`config.mk`:
```
export PLATFORM = sky130hd
export DESIGN_NAME = fifo_stream_reader
export DESIGN_NICKNAME = d
export VERILOG_FILES = /design/src/rtl/fifo_stream_reader.sv
export SDC_FILE = /design/constraint.sdc
export NUM_CORES = 1
export LEC_CHECK = 0
export CORE_MARGIN = 2
export CORE_UTILIZATION = 52
export DETAILED_ROUTE_END_ITERATION = 16
export PLACE_DENSITY = 0.9
export SLEW_MARGIN = 20
export SYNTH_ARGS = -nofsm -noshare
export SYNTH_HDL_FRONTEND = slang
export SYNTH_SLANG_ARGS = --single-unit
```
`constraint.sdc`:
```
create_clock -name clk -period 2.75 [get_ports clk]
set_clock_uncertainty 0.1 [all_clocks]
set_input_delay 0.55 -clock clk [delete_from_list [all_inputs] [get_ports clk]]
set_output_delay 0.55 -clock clk [all_outputs]
set_load 0.02 [all_outputs]
```
`src/rtl/fifo_stream_reader.sv`:
```
// Pulls words from a synchronous FIFO with one-cycle read latency and presents them
// as a valid/ready stream through a 3-entry skid buffer, counting delivered words.
module fifo_stream_reader #(
    parameter int DATA_WIDTH = 8,
    parameter int CNT_WIDTH  = 16
) (
    input  logic                  clk,
    input  logic                  rst,
    input  logic                  en,
    input  logic                  fifo_empty,
    input  logic [DATA_WIDTH-1:0] fifo_dout,
    output logic                  fifo_rd_en,
    output logic                  m_valid,
    input  logic                  m_ready,
    output logic [DATA_WIDTH-1:0] m_data,
    output logic [CNT_WIDTH-1:0]  words_out,
    output logic                  idle
);

    logic [DATA_WIDTH-1:0] data_reg [0:2];
    logic [1:0]            occ_reg;
    logic [1:0]            head_reg;
    logic [1:0]            tail_reg;
    logic                  infl_reg;
    logic [CNT_WIDTH-1:0]  words_reg;

    logic capture;
    logic transfer;

    function automatic logic [1:0] ptr_inc(input logic [1:0] p);
        return (p == 2'd2) ? 2'd0 : p + 2'd1;
    endfunction

    assign capture  = infl_reg;
    assign transfer = (occ_reg != 2'd0) && m_ready;

    // Reserve a slot for the in-flight word so a capture always has room.
    assign fifo_rd_en = !rst && en && !fifo_empty &&
                        (({1'b0, occ_reg} + {2'b00, infl_reg}) < 3'd3);

    assign m_valid   = (occ_reg != 2'd0);
    assign m_data    = data_reg[head_reg];
    assign words_out = words_reg;
    assign idle      = (occ_reg == 2'd0) && !infl_reg;

    always_ff @(posedge clk or posedge rst) begin
        if (rst) begin
            occ_reg   <= 2'd0;
            head_reg  <= 2'd0;
            tail_reg  <= 2'd0;
            infl_reg  <= 1'b0;
            words_reg <= '0;
            for (int i = 0; i < 3; i++) begin
                data_reg[i] <= '0;
            end
        end else begin
            infl_reg <= fifo_rd_en;
            // With occ=1 a simultaneous pop moves head onto the slot being written,
            // so the captured word becomes the new head directly.
            if (capture) begin
                data_reg[tail_reg] <= fifo_dout;
                tail_reg           <= ptr_inc(tail_reg);
            end
            if (transfer) begin
                head_reg <= ptr_inc(head_reg);
            end
            case ({capture, transfer})
                2'b10:   occ_reg <= occ_reg + 2'd1;
                2'b01:   occ_reg <= occ_reg - 2'd1;
                default: occ_reg <= occ_reg;
            endcase
            if (transfer && (words_reg != {CNT_WIDTH{1'b1}})) begin
                words_reg <= words_reg + 1'b1;
            end
        end
    end

endmodule
```
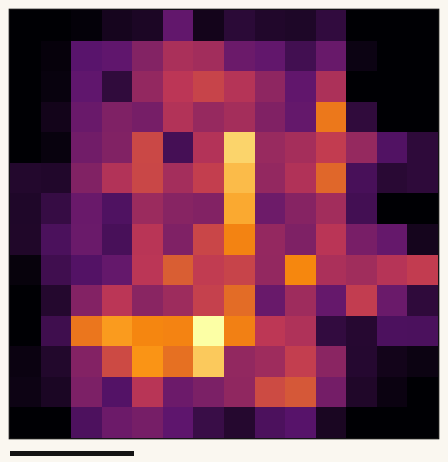
**Above:** run 1 (routed metal per tile).
The bar under the picture is 20 µm long. 14 x 14 tiles, from black (low) to pale yellow (high), scaled to the fullest tile. Values are wire area over tile area, all layers added.
mean over tiles: 0.13
tiles over half the peak: 17%
nearly empty tiles: 15%
fullest tile: 0.46

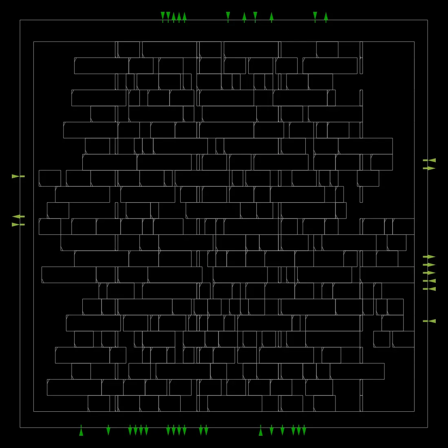
**Above:** run 1 (cell placement).
Fillers: 302
Seq area share: 42.9%
Non-Filler Instances: 276
core box area: 4030 µm²

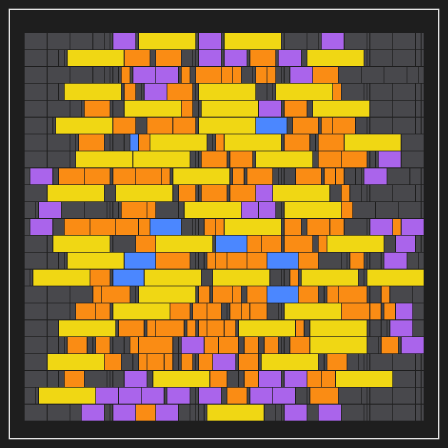
**Above:** run 1 (cells colored by class).
Fill, decap, tap and diode cells in gray.
legend:
  orange:
    class: combinational and other logic
    cells: 128
  yellow:
    class: flops
    cells: 47
  purple:
    class: other buffers and delay cells
    cells: 43
  blue:
    class: clock drivers and dummy loads
    cells: 8

==> out/qor.txt, run 1 <==
Mean area per synthesized cell - 12.1 µm²
CTS tree - done
Max FO, Critical Path - 6
Setup TNS - 0 ns
Antenna-violating nets left - 0
Path depth of the worst reg2reg path - 5
Combinational Power Share - 44.0%
Least-Margin Pin Slew - 0.715 ns
Hold Slack - 0.408 ns
Placed instance area - 2640 µm²
RR Endpoint - words_out[1]
Critical path arrival - 1.88 ns
Gp weighted congestion - 0.835
Final Hold Violation Tally - 0
Final setup viols - 0
Synth cell count leaders - 47 x dfrtp_1, 25 x mux2_2, 14 x nand2_1
Max reg flops - 24
DRC violations left - 0
Yosys simple share - 14.0%
Synth async-reset ratio - 100%
Number of DRC markers in iteration 0 - 94
Area growth, synth to finish - 25.0%
RSZ-0062 raised after global routing - false
YS warnings - 0
Clk sinks - 47
Vias in the first global route - 1,494
Num CTS Buffers - 5
Aoi share - 3.94%
Hold buffers post-CTS - 0
Seq pwr share - 40.7%
Logic area - 961 µm²
Hold Crit Class - reg2reg
Syn Std Cell Area - 2190 µm²
Switching Fraction - 35.1%
Number of synthesized flops with an enable pin - 0
Final Slew Violations - 0
IO buf count - 39
Layout Nets - 242
I/O pin cnt - 40
Hold-critical path depth - 1
Clk_lat worst skew - 0.29 ns
Number of diodes - 0
Register area - 1180 µm²
PwrDens - 1050 nW/µm²
R2R setup slack - 0.65 ns
Dominant flop cell - dfrtp_1
HP Start - data_reg[6]
Vias - 1,521
Cycle use final - 92.0%
Fp util - 54.4%
Slew margin rel. - 52.1%
Yosys chip area - 2190 µm²
Max VDD drop - 0.564 mV
Flop and latch count out of synthesis - 47
Clock share of power - 15.3%
Crit path DRT - 2.10 ns
Site Rows - 23
Initial antenna violation count - 0
Layout cell share with drive strength beyond 1 - 20.8%
Xor/xnor share - 6.39%
Slowest cell on crit path - clkdlybuf4s50_1
Post-DP HPWL - 2920 µm
Number of OpenROAD warnings - 26
Internal - 1.86 mW
Hold Path Sink - data_reg[6]
Status - complete, no violations
CP peak stage delay - 0.64 ns
Cell area leaders - dfrtp_1 54%, mux2_2 13%, xnor2_1 4.8%
Max cap viols - 0
Crit end category - output pin
Min Tclk post-route - 2.53 ns
DRT Wirelength - 4130 µm
Die area - 4750 µm²
Mapped Nets - 198
FMAX - 0.395 GHz
Wirelength per Cell - 15.0 µm
CTS max path bufs - 2
Layout Cell Area excl Fill - 2740 µm²
Worst path top cell family by delay - buffers and inverters
WS Path Type - reg2out
Mux frac, synth - 17.2%
Area share, top type - 53.6%
Max H-tree Level - 2
Final core utilization - 68.0%
Total net switching power - 1.01 mW
Clock-pin slew on the worst setup and hold paths - 0.08 ns
R2R Path Start - words_out[0]
Total grt overflow - 0
run 1: timing repair:
| item | 4_1_cts | 5_1_grt |
|---|---|---|
| setup buffers | 0 | 0 |
| gates resized | 1 | 0 |
| endpoints found under the setup margin | 1 | 0 |
run 1: power by group through the flow:
stage          Combinational, mW  Clock, mW  Sequential, mW
6_report                    1.26      0.441            1.17
5_1_grt                     1.39      0.486            1.21
4_1_cts                     1.29      0.454            1.17
3_5_place_dp                1.28          0            1.18
3_3_place_gp                1.25          0            1.17
2_1_floorplan              0.758          0            1.18
run 1: worst max-delay path by stage:
| stage | slack (ns) | depth (start not counted) | from | to |
|---|---|---|---|---|
| finish | 0.22 | 5 | head_reg[0] | m_data[1] |
| detailed placement | 0.16 | 5 | rst | fifo_rd_en |
| global placement | 0.19 | 5 | rst | fifo_rd_en |
| global route | 0.04 | 5 | head_reg[0] | m_data[6] |
| floorplan | 0.50 | 3 | rst | fifo_rd_en |
| CTS | 0.17 | 5 | head_reg[0] | m_data[6] |
run 1: routing by layer:
| layer | routed length, µm | vias up | GRT usage [%] |
|---|---|---|---|
| li1 | - | 729 | - |
| met1 | 1860 | 756 | 27.4 |
| met2 | 2080 | 30 | 31.3 |
| met3 | 132 | 6 | 3.57 |
| met4 | 58 | 0 | 6.37 |
| met5 | 0 | - | 0 |
run 1: worst register-to-register path, cell delays in order, from the launching register on:
cell and delay, ns:
dfrtp_1 0.42, ha_1 0.23, nand4_1 0.11, or4_1 0.59, and2_4 0.25, mux2_4 0.29
run 1: kinds of logic after synthesis:
kind of cell               Yosys count
AOI/OAI and AO/OA                   15
xor gates and xnor gates            16
adders and majority gates            4
buffers and inverters               11
DFF                                 47
muxes                               34
and+or+nand+nor                     54
run 1: cell type report:
| type | count | area share [%] |
|---|---|---|
| Sequential cell | 47 | 42.9 |
| Multi-Input combinational cell | 123 | 35.1 |
| Timing Repair Buffer | 43 | 15.3 |
| Clock buffer | 8 | 3.65 |
| Tap cell | 50 | 2.28 |
| Inverter | 5 | 0.822 |
run 1: cell usage in the layout, fill, tap and decap left out, types with 2 or more instances in the layout:
| master | count |
|---|---|
| o21ai_0 | 10 |
| buf_4 | 4 |
| or4_1 | 2 |
| clkdlybuf4s50_1 | 38 |
| clkbuf_8 | 7 |
| xnor2_1 | 12 |
| a21o_1 | 2 |
| nand2_1 | 14 |
| ha_1 | 4 |
| nand3_1 | 7 |
| nand4_2 | 2 |
| nor2_1 | 8 |
| mux2_2 | 25 |
| dfrtp_1 | 47 |
| mux2i_1 | 8 |
| inv_1 | 4 |
| nand4_1 | 9 |
| xor2_1 | 4 |
run 1: stage by stage:
step	instances	worst slack [ns]	total power, mW
floorplan	181	0.498	1.94
global placement	268	0.194	2.41
detailed placement	268	0.161	2.46
CTS	276	0.173	2.91
global route	276	0.0422	3.08
finish	276	0.220	2.87
**Run 1: register map, names as in the netlist**

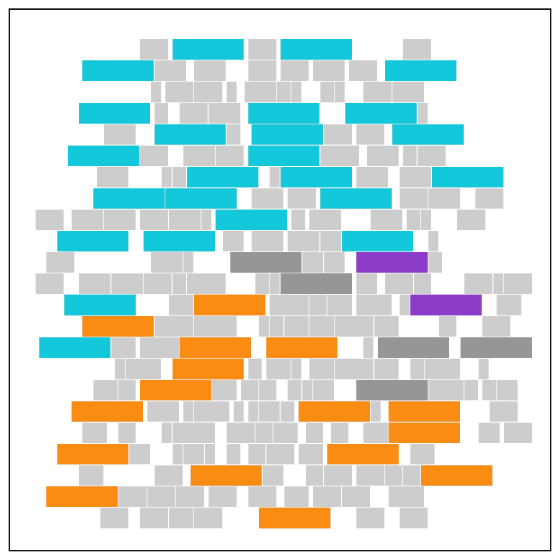

==> inputs of run 2 (changes only) <==
- ABC_AREA: default -> 1
- CELL_PAD_IN_SITES_DETAIL_PLACEMENT: default -> 1
- CELL_PAD_IN_SITES_GLOBAL_PLACEMENT: default -> 2
- CORE_UTILIZATION: 52 -> 30
- PLACE_DENSITY: 0.9 -> 0.89
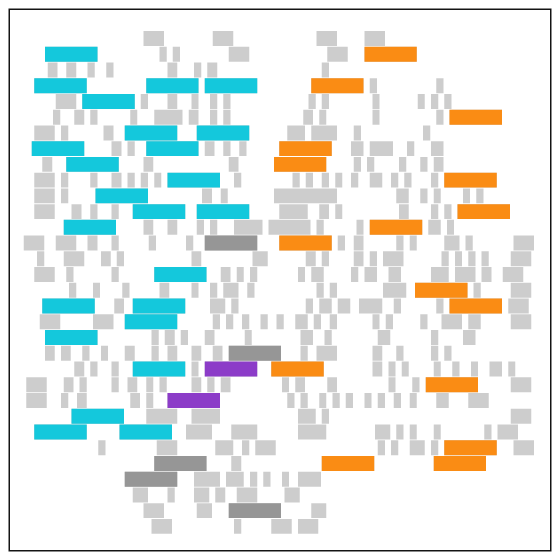
**Above:** run 2 (register map, names as in the netlist).
legend:
  orange:
    signal: words_out
    placed_flops: 16
  cyan:
    signal: data_reg
    placed_flops: 24
  purple:
    signal: tail_reg
    placed_flops: 2

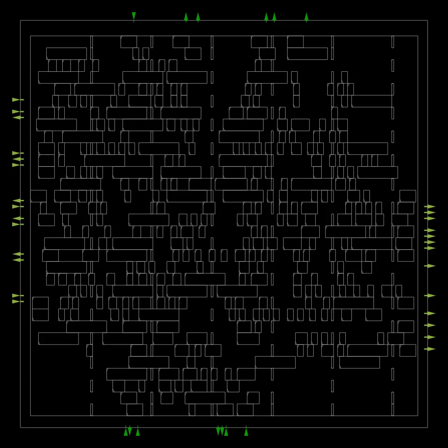
**Above:** run 2 (cell placement).
Seq area share: 38.4%
Fillers: 943

==> out/qor.txt, run 2 <==
RR Endpoint - occ_reg[1]
Place WS - -0.176 ns (-0.337 ns)
Final Hold Violation Tally - 0 (unchanged)
CTS max path bufs - 2 (unchanged)
Core box area - 7730 µm² (+92%)
CP peak stage delay - 0.42 ns (-0.22 ns)
CTS resizes - 2 (+1)
Initial antenna violation count - 0 (unchanged)
I/O pin cnt - 40 (unchanged)
Number of setup buffers added after CTS - 0 (unchanged)
YS warnings - 0 (unchanged)
Synth cell count leaders - 115 x nand2_1, 47 x dfrtp_1, 33 x o21ai_0
Status - complete, no violations
Number of DRC markers in iteration 0 - 66 (-30%)
Dominant flop cell - dfrtp_1
Clk_lat worst skew - 0.31 ns (+0.02 ns)
Hold Crit Class - reg2reg
Num CTS Buffers - 5 (unchanged)
Final WS setup - 0.125 ns (-0.0951 ns)
Yosys simple share - 33.3% (+19 points)
Dpl cells - 450 (+68%)
IO buf count - 39 (unchanged)
CP Capture Point - fifo_rd_en
Path depth of the worst reg2reg path - 7 (+2)
Max VDD drop - 0.518 mV (-8.1%)
Antenna-violating nets left - 0 (unchanged)
Max H-tree Level - 2 (unchanged)
Flop and latch count out of synthesis - 47 (unchanged)
CTS tree - done
Mapped Nets - 323 (+63%)
Met1 Routed Length - 2790 µm (+51%)
Met3 WL - 235 µm (+78%)
Number of synthesized flops with an enable pin - 0 (unchanged)
RSZ-0062 raised after global routing - false
Crit path DRT - 2.10 ns (about the same)
Layout cell share with drive strength beyond 1 - 10.4% (-10 points)
Vias - 2,113 (+39%)
Crit end category - output pin
Critical path arrival - 1.98 ns (+0.10 ns)
Xor/xnor share - 1.46% (-4.9 points)
Die area - 8710 µm² (+83%)
Aoi share - 7.48% (+3.5 points)
==> run 2: cell count changes after synthesis, sizes merged, moves of 8 or more <==
cell,before,now
nand2,14,120
inv,5,34
mux2,26,0
o21ai,11,33
nor2,8,27
nand3,7,20
mux2i,8,0
xnor2,12,4
==> run 2: how the worst min path moves through the flow <==
stage	startpoint	endpoint	slack [ns]	depth (start not counted)
floorplan	data_reg[0]	data_reg[0]	0.35	2
global placement	data_reg[5]	data_reg[5]	0.37	2
detailed placement	data_reg[1]	data_reg[1]	0.37	2
CTS	data_reg[1]	data_reg[1]	0.40	2
global route	data_reg[13]	data_reg[13]	0.43	2
finish	data_reg[12]	data_reg[12]	0.40	2
==> run 2: power breakdown <==
part	internal [mW]	total, mW	switching, mW	leakage, nW
registers	0.946	1.12	0.175	0.578
logic	0.567	1.30	0.730	0.784
clock network	0.271	0.522	0.251	0.0581
==> run 2: stage by stage <==
step | setup TNS (ns) | utilization, % | hold WS [ns] | cell area, µm²
after CTS | 0 | 39.6 | 0.398 | 3060
final | 0 | 39.7 | 0.395 | 3060
after detailed placement | -0.176 | 38.1 | 0.374 | 2950
after global placement | -0.0715 | 38.1 | 0.368 | 2950
after global routing | 0 | 39.7 | 0.430 | 3060
after floorplan | 0 | - | 0.353 | 2400
==> run 2: cells by family after synthesis <==
kind of cell / count (synthesis)
buffers and inverters: 39
XOR/XNOR: 4
flip-flops: 47
adder cells (fa/ha/maj): 4
AND/OR/NAND/NOR: 177
AND-OR/OR-AND: 35
==> run 2: area by class of cell <==
class	count	area [µm²]	share of cell area, %
inverters	35	138	4.49
well taps	102	128	4.16
clock inverters	3	43.8	1.43
clock buffers	5	68.8	2.25
flip-flops and latches	47	1180	38.4
multi-input cells	220	1070	34.8
repair buffers	46	443	14.5
==> run 2: per-layer routing <==
metal,up-vias,track usage [%]
met2,35,27.5
met5,-,0
met3,3,3.22
li1,1060,-
met1,1015,18.8
met4,0,3.68
==> run 2: critical path: cells and delay by family, from the launching register on <==
family | cells | cell delay, ns
DFF | 1 | 0.39
adders and majority gates | 2 | 0.49
AOI/OAI and AO/OA | 1 | 0.42
buffers and inverters | 1 | 0.36
Power and IR drop assume default switching activity.
